==> src/rtl/led_pattern_reader.sv <==
// led_pattern_reader
// Walks a 4-bit pattern ROM one address per step and shows each word on the LEDs.
// Each step waits TICK_DIV cycles, issues a one-cycle read (FETCH), then captures
// the returned word (LATCH) and advances the address in the selected direction.
// The address wraps at 0 / LAST_ADDR. frame_done pulses for one cycle after a wrap.
module led_pattern_reader #(
   parameter int          TICK_DIV  = 50000000,
   parameter logic [11:0] LAST_ADDR = 12'hFFF
) (
   input  logic        clk,
   input  logic        rst_n,
   input  logic        run,
   input  logic        dir,
   output logic        rom_en,
   output logic [11:0] rom_addr,
   input  logic [3:0]  rom_data,
   output logic [3:0]  led,
   output logic        frame_done
);

   // A single-cycle wait still needs a 1-bit counter, so the width never drops to zero.
   localparam int                CNT_W    = (TICK_DIV > 1) ? $clog2(TICK_DIV) : 1;
   localparam logic [CNT_W-1:0]  CNT_LAST = CNT_W'(TICK_DIV - 1);

   typedef enum logic [1:0] {
      ST_IDLE  = 2'd0,
      ST_WAIT  = 2'd1,
      ST_FETCH = 2'd2,
      ST_LATCH = 2'd3
   } state_t;

   state_t            state_reg, state_next;
   logic [CNT_W-1:0]  cnt_reg, cnt_next;
   logic              rom_en_reg, rom_en_next;
   logic [11:0]       addr_reg, addr_next;
   logic [3:0]        led_reg, led_next;
   logic              fd_reg, fd_next;
   logic [11:0]       step_addr;
   logic              step_wrap;

   // State register: reset drops straight back to IDLE, abandoning any step in flight.
   always_ff @(posedge clk or negedge rst_n) begin
      if (!rst_n) begin
         state_reg <= ST_IDLE;
      end else begin
         state_reg <= state_next;
      end
   end

   // Next-state logic: run is only looked at in IDLE and LATCH, so a started step always completes.
   always_comb begin
      state_next = state_reg;
      case (state_reg)
         ST_IDLE:  if (run) state_next = ST_WAIT;
         ST_WAIT:  if (cnt_reg == CNT_LAST) state_next = ST_FETCH;
         ST_FETCH: state_next = ST_LATCH;
         ST_LATCH: state_next = run ? ST_WAIT : ST_IDLE;
         default:  state_next = ST_IDLE;
      endcase
   end

   // Address stepper: the ">=" keeps the ascending wrap safe even if the address were ever past LAST_ADDR.
   always_comb begin
      step_wrap = 1'b0;
      step_addr = addr_reg;
      if (dir) begin
         step_wrap = (addr_reg == 12'd0);
         step_addr = step_wrap ? LAST_ADDR : addr_reg - 1'b1;
      end else begin
         step_wrap = (addr_reg >= LAST_ADDR);
         step_addr = step_wrap ? 12'd0 : addr_reg + 1'b1;
      end
   end

   // Output logic: rom_en is registered from the next state so it is high exactly for the FETCH cycle.
   always_comb begin
      cnt_next    = '0;
      rom_en_next = (state_next == ST_FETCH);
      addr_next   = addr_reg;
      led_next    = led_reg;
      fd_next     = 1'b0;
      if (state_reg == ST_WAIT && cnt_reg != CNT_LAST) begin
         cnt_next = cnt_reg + 1'b1;
      end
      if (state_reg == ST_LATCH) begin
         led_next  = rom_data;
         addr_next = step_addr;
         fd_next   = step_wrap;
      end
   end

   // Datapath registers: counter, ROM port, LED word and wrap pulse.
   always_ff @(posedge clk or negedge rst_n) begin
      if (!rst_n) begin
         cnt_reg    <= '0;
         rom_en_reg <= 1'b0;
         addr_reg   <= 12'd0;
         led_reg    <= 4'h0;
         fd_reg     <= 1'b0;
      end else begin
         cnt_reg    <= cnt_next;
         rom_en_reg <= rom_en_next;
         addr_reg   <= addr_next;
         led_reg    <= led_next;
         fd_reg     <= fd_next;
      end
   end

   assign rom_en     = rom_en_reg;
   assign rom_addr   = addr_reg;
   assign led        = led_reg;
   assign frame_done = fd_reg;

endmodule
==> config.mk <==
export PLATFORM = sky130hd
export DESIGN_NAME = led_pattern_reader
export DESIGN_NICKNAME = d
export VERILOG_FILES = /design/src/rtl/led_pattern_reader.sv
export SDC_FILE = /design/constraint.sdc
export NUM_CORES = 1
export LEC_CHECK = 0
export ABC_AREA = 1
export CAP_MARGIN = 10
export CORE_MARGIN = 2
export CORE_UTILIZATION = 45
export CTS_CLUSTER_SIZE = 8
export DETAILED_ROUTE_END_ITERATION = 10
export DONT_BUFFER_PORTS = 1
export PLACE_DENSITY = 0.7
export SETUP_SLACK_MARGIN = 0.5
export SYNTH_ARGS = -nofsm -noshare
export SYNTH_HDL_FRONTEND = slang
export SYNTH_SLANG_ARGS = --single-unit
==> constraint.sdc <==
create_clock -name clk -period 1.9 [get_ports clk]
set_clock_uncertainty 0.2 [all_clocks]
set_input_delay 0.57 -clock clk [delete_from_list [all_inputs] [get_ports clk]]
set_output_delay 0.57 -clock clk [all_outputs]
set_load 0.02 [all_outputs]
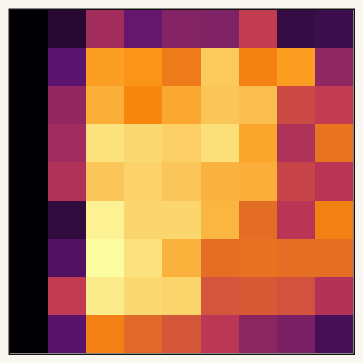
(images/density.png)
Scale: 4 px per um. 9 x 9 tiles, from black (low) to pale yellow (high), 0 to 100% covered.
The fullest tile reaches 99%. 11% of the tiles are nearly empty. The emptiest ninth of the die: north-west. The densest ninth of the die: center. 35% of the tiles are over 75% full.

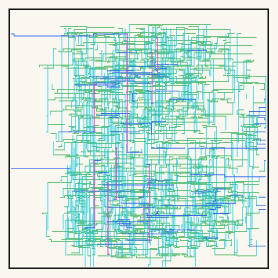
(images/metal_stack.png)
Scale: 3 px per um.
Key: cyan = met2 [wire length 4420 um]; blue = met3 [wire length 665 um]; magenta = met4 [wire length 178 um]; green = met1 [wire length 3930 um]

==> qor.csv <==
metric,value,unit
TritonCTS clock tree,built,
Worst EP arrival,1810,ps
max FFs per register,26,
WHS,-241,ps
Chip Width,85.9,um
post-synth cell types,29,
Comb power frac,0.040,
Worst-path clk slew,90,ps
diodes inserted,0,
gr usage total,0.239,
tally of OpenROAD warnings,33,
failing checks,"design-rule violations, negative hold slack",
CTS Buf Count,5,
Final nets,529,
non-clk buf share,0.159,
Post-CTS Resized,52,
"Area growth, synth to finish",40.5,%
final hold vios,46,
R2R setup slack,70,ps
residual DRC count,1,
first-pass GRT wire length,14100,um
routed wire length per instance,15.5,um
"Setup violations, final",0,
Max Cap Viol,0,
actual slew at the worst max-slew pin,384,ps
internal power,1.58,mW
final std cells w/o fill,595,
CP endpoint,cnt_reg[4],
count of plain and timing-repair buffers,72,
DRT iter0 DRCs,280,
setup TNS,0,ps
post-CTS setup buffers,36,
Multi-In Gates,339,
Register-to-Register Path Depth,8,
Flops,46,
Post-Synthesis Mean Instance Area,6.73,um^2
placed cell area,0.00332,mm^2
hpwl dp,5530,um
share of layout cells above drive strength 1,0.344,
pin count of the biggest net entering global routing,47,
FF-to-FF End,cnt_reg[4],
largest class,multi-input combinational cells,
Starting Density,0.470,
cell count after synthesis,448,
clk buf depth,2,
yosys cell count,448,
critical path class,flip-flop to flip-flop,
hold crit path type,input pin to asynchronous set/reset pin,
worst vdd ir,0.280,mV
Slew HR,0.744,
static leakage,1.95,nW
via count,3251,
Tcrit/Tclk final,0.962,
die area,0.00737,mm^2
Gate Area,0.00194,mm^2
Critical Path End Type,flip-flop,
clock buf count,6,
Pwr per Cell Area,463,mW/mm^2
CTS H-tree depth,2,
Worst Setup SP,cnt_reg[18],
Sw Ratio,0.197,
clk cell area share,0.0337,
post-route setup slack,73.1,ps
status,"finished, violations left",
mapped cell area,0.00302,mm^2
dpl ws,55.9,ps
sequential standard cell area,0.00117,mm^2
NetSw,387,uW
Seq pwr share,0.500,
YS chip area,0.00302,mm^2
most numerous logic cell after layout,nand2_1,
Max Clk Rate,547,MHz
Post-Route WL,9200,um
Pre-antenna DRT Iters,8,
Post-synth seq share,0.382,
worst r2r src,cnt_reg[18],
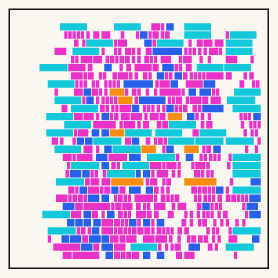
(images/cell_classes.png)
Scale: 3 px per um.
Key: blue = other buffers and delay cells [cells 72, share of their area 16%]; orange = clock drivers and dummy loads [cells 8, share of their area 3.4%]; magenta = all other logic [cells 392, share of their area 52%]; cyan = flops [cells 46, share of their area 28%]
Final Cell Area: 0.00424 mm^2
Final Util: 0.659

==> Yosys cell counts <==
cell type    n  area (um^2)
a21oi_1     10         50.1
a22oi_1      1         7.51
a31oi_1      2         12.5
buf_2        4         20.0
buf_6        2         22.5
clkbuf_1     4         15.0
dfrtp_1     46         1150
ha_1         4         50.1
inv_1       50          188
inv_2        3         11.3
nand2_1    138          518
nand2_2      2         12.5
nand2_4      1         11.3
nand3_1     39          195
nand3_2      3         30.0
nand4_1      9         56.3
nor2_1      81          304
nor2_2       3         18.8
nor2_4       1         11.3
nor2_8       1         20.0
nor3_1      12         60.1
nor3_2       1         10.0
o21a_1       1         7.51
o21ai_0      9         45.0
o21ai_4      1         16.3
o21bai_1     1         7.51
or2_2        1         6.26
xnor2_1      2         17.5
xor2_1      16          140
==> cells by family (layout without fill, tap and decap cells) <==
logic type,after synthesis,in the layout,share of synthesized area
buffers and inverters,63,133,0.0851
and+or+nand+nor,292,292,0.416
DFF,46,46,0.382
AOI/OAI and AO/OA,25,25,0.0486
adders and majority gates,4,4,0.0166
xor gates and xnor gates,18,18,0.0523
==> layer usage <==
metal / vias to the layer above / routed length, um / GRT usage
met1: 1525 / 3930 / 0.325
li1: 1542 / - / -
met3: 19 / 664 / 0.0443
met4: 0 / 178 / 0.0649
met5: - / 0 / 0
met2: 165 / 4420 / 0.391
==> power groups by stage <==
stage,registers (mW),clock network [mW],logic (mW)
floorplan,1.00,0,0.0378
global placement,1.00,0,0.0492
detailed placement,1.00,0,0.0501
CTS,0.981,0.920,0.0652
global route,0.981,0.958,0.0836
finish,0.981,0.904,0.0777
==> worst max-delay path, cell delays in order, from the launching register on <==
cell and delay [ps]:
dfrtp_1 440, inv_2 100, nand2_1 70, nor3_2 220, nand3_2 140, o21ai_4 210
buf_6 150, buf_16 140, nor2_2 40
Power and IR drop assume default switching activity.
